==> config.mk <==
export PLATFORM = sky130hd
export DESIGN_NAME = ci_burst_master_flat
export DESIGN_NICKNAME = d
export VERILOG_FILES = /design/src/rtl/ci_burst_master_pkg.sv /design/src/rtl/ci_burst_master_if.sv /design/src/rtl/ci_burst_master_timer.sv /design/src/rtl/ci_burst_master.sv /design/src/flat_wrapper.sv
export SDC_FILE = /design/constraint.sdc
export NUM_CORES = 1
export LEC_CHECK = 0
export CAP_MARGIN = 25
export CORE_MARGIN = 2
export CORE_UTILIZATION = 45
export CTS_BUF_LIST = sky130_fd_sc_hd__clkbuf_8
export CTS_CLUSTER_SIZE = 25
export DETAILED_ROUTE_END_ITERATION = 10
export PLACE_DENSITY_LB_ADDON = 0.3
export SLEW_MARGIN = 20
export SYNTH_ARGS = -nofsm -noshare
export SYNTH_HDL_FRONTEND = slang
export SYNTH_SLANG_ARGS = --single-unit
==> constraint.sdc <==
create_clock -name clock -period 2.3 [get_ports clock]
set_input_delay 0.46 -clock clock [delete_from_list [all_inputs] [get_ports clock]]
set_output_delay 0.46 -clock clock [all_outputs]
set_load 0.02 [all_outputs]
m1.png
Scale: 2 px per micron.
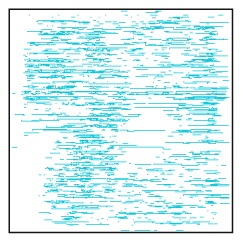
wire length on this layer = 5580 microns
longest straight run = 31.3 microns
met1 track demand over resource in global routing: 28.6%
total vias in the final route: 4468
Routed WL: 13600 microns

gates.png
Scale: 2 px per micron.
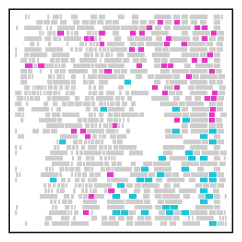
cyan -> mux cells  # cells 36
magenta -> non-inverting ao/oa cells  # cells 48
Top cell excl fill/tap: clkdlybuf4s50_1
Finished Layout Cells: 826
fraction of standard cell area in multi-input logic: 30.0%

congestion_map.png
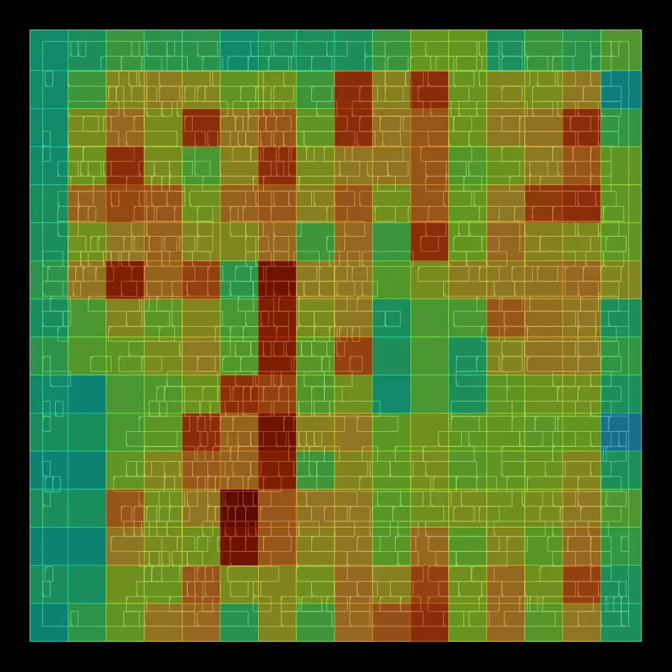
global routing met2 resource utilization: 39.6%
met3 global-route usage: 4.32%

closeup.png
Window x 71 to 96, y 71 to 96 microns. Cells in gray, sequential cells in the stronger gray; small squares are vias.
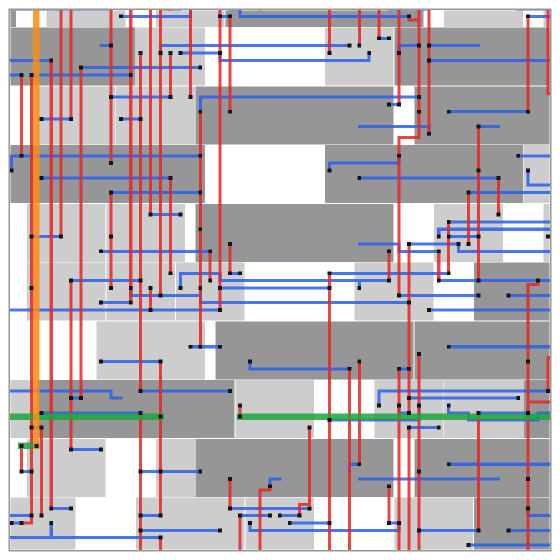
orange -> M4
red -> M2
green -> M3
blue -> M1
sequential cells in the window = 12
most frequent = dfrtp_1 (12), clkdlybuf4s50_1 (10), a22o_1 (8)
cells with their middle in the window = 33

==> metrics.sh <==
OUTCOME='finished with violations'
VIOLATIONS='negative setup slack'
ANTENNA_FOUND_INITIAL=0
GLOBAL_ROUTE.OVERFLOW_TOTAL=0
POST_SYNTH_EDFFS=0
IRDROPWORSTVDD_uV=626
DRT-WIRELENGTH-PER-CELL_MICRONS=16.5
NUMBER_OF_NETS_WITH_ANTENNA_VIOLATIONS_AFTER_ROUTING=0
GRT_START_MAX_NET_PINS=60
TOTAL_NEGATIVE_SETUP_SLACK_NS=-0.214
DIE.SIZE.X_MICRONS=111
FLOP_CELL='dfrtp_1'
CRITICALPATHCATEGORY='reg -> out'
WORSTHOLDPATHTYPE='in -> async'
FINAL.HOLD.WORST_SLACK_NS=0.500
HTREE_NUM_LEVELS=3
YOSYS_REGISTER_BITS=105
INTERNAL_POWER_mW=5.69
SEQPWRFRAC_PCT=32.6
REMAINING_DRC_ERRORS=0
LEAKAGEPOWER_nW=3.30
PLACE_HPWL_MICRONS=10300
SYNTH_TOP_CELLS_BY_COUNT='dfrtp_1 (105), nand2_1 (44), buf_4 (36)'
SYNTH_TO_LAYOUT_AREA_GROWTH_PCT=45.5
LAYOUT.AREA.SEQ_SQ_UM=2630
FINAL_AREA_SQ_UM=7470
SYNTH-AREA-YOSYS_SQ_UM=5140
MOSTFREQUENTLAYOUTCELLS='clkdlybuf4s50_1 (163), dfrtp_1 (105), buf_4 (57), nand2_1 (44), a22o_1 (35)'
BIGGEST_FANOUT_ALONG_THE_WORST_TIMING_PATH=2
RR_WORST_DEPTH=7
WL_MET2_MICRONS=6980
CTS_INSERTED_BUFFERS=9
POWER.TOTAL_mW=9.31
ASYNC_SET_OR_RESET_REGISTER_RATIO_AFTER_SYNTHESIS_PCT=100
YOSYSSEQAREASHARE_PCT=51.1
SKEW_NS=0.0131
SYNTHESIS.INSTANCES=465
INSERTION_DELAY_NS=0.37
MET1WIRELENGTH_MICRONS=5580
POWER-PER-CELL-AREA_nW_PER_UM2=1250
TIMING.FINAL.MAX_SLEW_VIOLATIONS=0
COUNT_OF_DISTINCT_CELL_TYPES_IN_THE_SYNTHESIZED_NETLIST=59
YS_CELLS=465
LOGIC_AREA_SQ_UM=2240
PLACED_AREA_SQ_UM=7210
CLOCK.FMAX_GHz=0.398
OPENROAD.WARNINGS=29
ROUTED_VIA_DENSITY=5.41
PORT-BUFFER-COUNT=170
GRT_FIRST_PASS_WIRELENGTH_MICRONS=22600
ROWS=39
DIE_HEIGHT_MICRONS=111
PWR-SHARE-COMB_PCT=53.6
CRITICAL_PATH_REQUIRED_NS=1.84
FINAL.PERIOD_UTILIZATION_PCT=109
TOP_SIGNAL_LAYER_USED='met4'
SYNTH.AREA.TOP_CELLS='dfrtp_1 (51%), mux2_2 (7.0%), a22o_1 (6.0%), buf_4 (5.3%), nand2_1 (3.2%)'
CLK_PIN_SLEW_NS=0.10
DIE-AREA_SQ_UM=12300
DRTPASS1ITERATIONS=5
TIMING.REG2REG.SETUP_SLACK_NS=0.26
MAX-CLOCK-PATH-BUFFERS=2
YS.WARNINGS.COUNT=0
LAYOUT_SETUP_WS_NS=-0.214
REPORT.FINAL.SETUP_VIOL=1
GRTUSAGETOTAL_PCT=22.6
INITIALDRTVIOLATIONCOUNT=289
NNETSFINAL=772
CRITICAL_PATH.ENDPOINT_TYPE='output port'
ARRIVAL_NS=2.05
CORE_REGION_AREA_SQ_UM=11300
PLACE_CONGESTION=0.857
RSZ0062_AT_GRT='yes'
CTS_TREE='done'
CLOCK-SINKS=105
SYNTHDOMINANTAREACELLTYPE='dfrtp_1'
P_CLK_SHARE_PCT=13.8
MAXCAPVIOLATIONS=0
PIN_COUNT=201
FLOORPLAN.INITIALDENSITY_PCT=45.6
WORST_SETUP_PATH_START_KIND='flip-flop'
DRIVE_GT1_SHARE_PCT=18.7
LAYOUT_MIN_CYCLE_TIME_NS=2.51
LAYOUT_FILLER_CELL_COUNT=880
SYNTHESIS.AREA_PER_INSTANCE_SQ_UM=11.0
CTS_ROOT_BUF='clkbuf_8'
NETLIST_AREA_SQ_UM=5140
YOSYSMOSTFREQUENTCELL='dfrtp_1'
SW_FRAC_OF_TOTAL_PCT=38.9
NETSWITCHINGPOWER_mW=3.63
ROUTED_LENGTH_ON_MET3_MICRONS=895
PRECTSSETUPSLACK_NS=-0.412
HOLD_VIOLATIONS=0
SYNTH.TOP_CELL.AREA_SHARE_PCT=51.1
ANTENNA_CELLS_INSERTED=0
GRT_PASS1_VIAS=4497
## worst max-delay path: stages, from the launching register on
cell and delay (ns):
dfrtp_1 0.40, inv_2 0.06, ha_1 0.13, or4b_1 0.42
or3_4 0.35, nor2_4 0.09, a211o_1 0.12, buf_6 0.12
## cells by family (layout without fill, tap and decap cells)
logic type / count (synthesis) / count (layout) / synth area share [%]
other cells: 1 / 30 / 0.0730
simple gates: 143 / 143 / 15.9
flops: 105 / 105 / 51.1
fa+ha+maj: 4 / 4 / 0.974
mux: 36 / 36 / 7.79
compound gates: 109 / 109 / 16.4
buf+inv: 67 / 256 / 7.79
## per-layer routing
| metal | vias up | GRT usage [%] |
|---|---|---|
| li1 | 2090 | - |
| met5 | - | 0 |
| met1 | 2174 | 28.6 |
| met4 | 0 | 6.17 |
| met3 | 19 | 4.32 |
| met2 | 185 | 39.6 |
## final cells by class
type,instances,area share (%)
well taps,143,2.39
multi-input cells,322,30.0
repair buffers,229,28.9
clock buffers,9,1.66
inverters,11,0.552
flip-flops and latches,105,35.2
clock inverters,7,1.32
## what timing repair did
action / CTS / global route
hold buffers: 1 / 0
pin swaps: 0 / 1
endpoints found under the hold margin: 16 / 0
buffers inserted: 0 / 2
setup endpoints to repair: 6 / 3
cloned: 0 / 0
resized: 13 / 7
## per-stage QoR
step / cells / util [%]
4_1_cts: 824 / 66.0
2_1_floorplan: 494 / -
3_5_place_dp: 807 / 64.0
6_report: 826 / 66.3
5_1_grt: 826 / 66.3
3_3_place_gp: 807 / 64.0
## power groups by stage
stage | logic [mW] | clock network [mW] | registers, mW
final | 4.99 | 1.28 | 3.04
after global routing | 5.34 | 1.40 | 3.13
after CTS | 4.99 | 1.32 | 3.04
after detailed placement | 4.99 | 0 | 3.08
after global placement | 4.89 | 0 | 3.01
after floorplan | 1.94 | 0 | 3.81
No activity file was given, so power comes from the tool's default toggle rates.
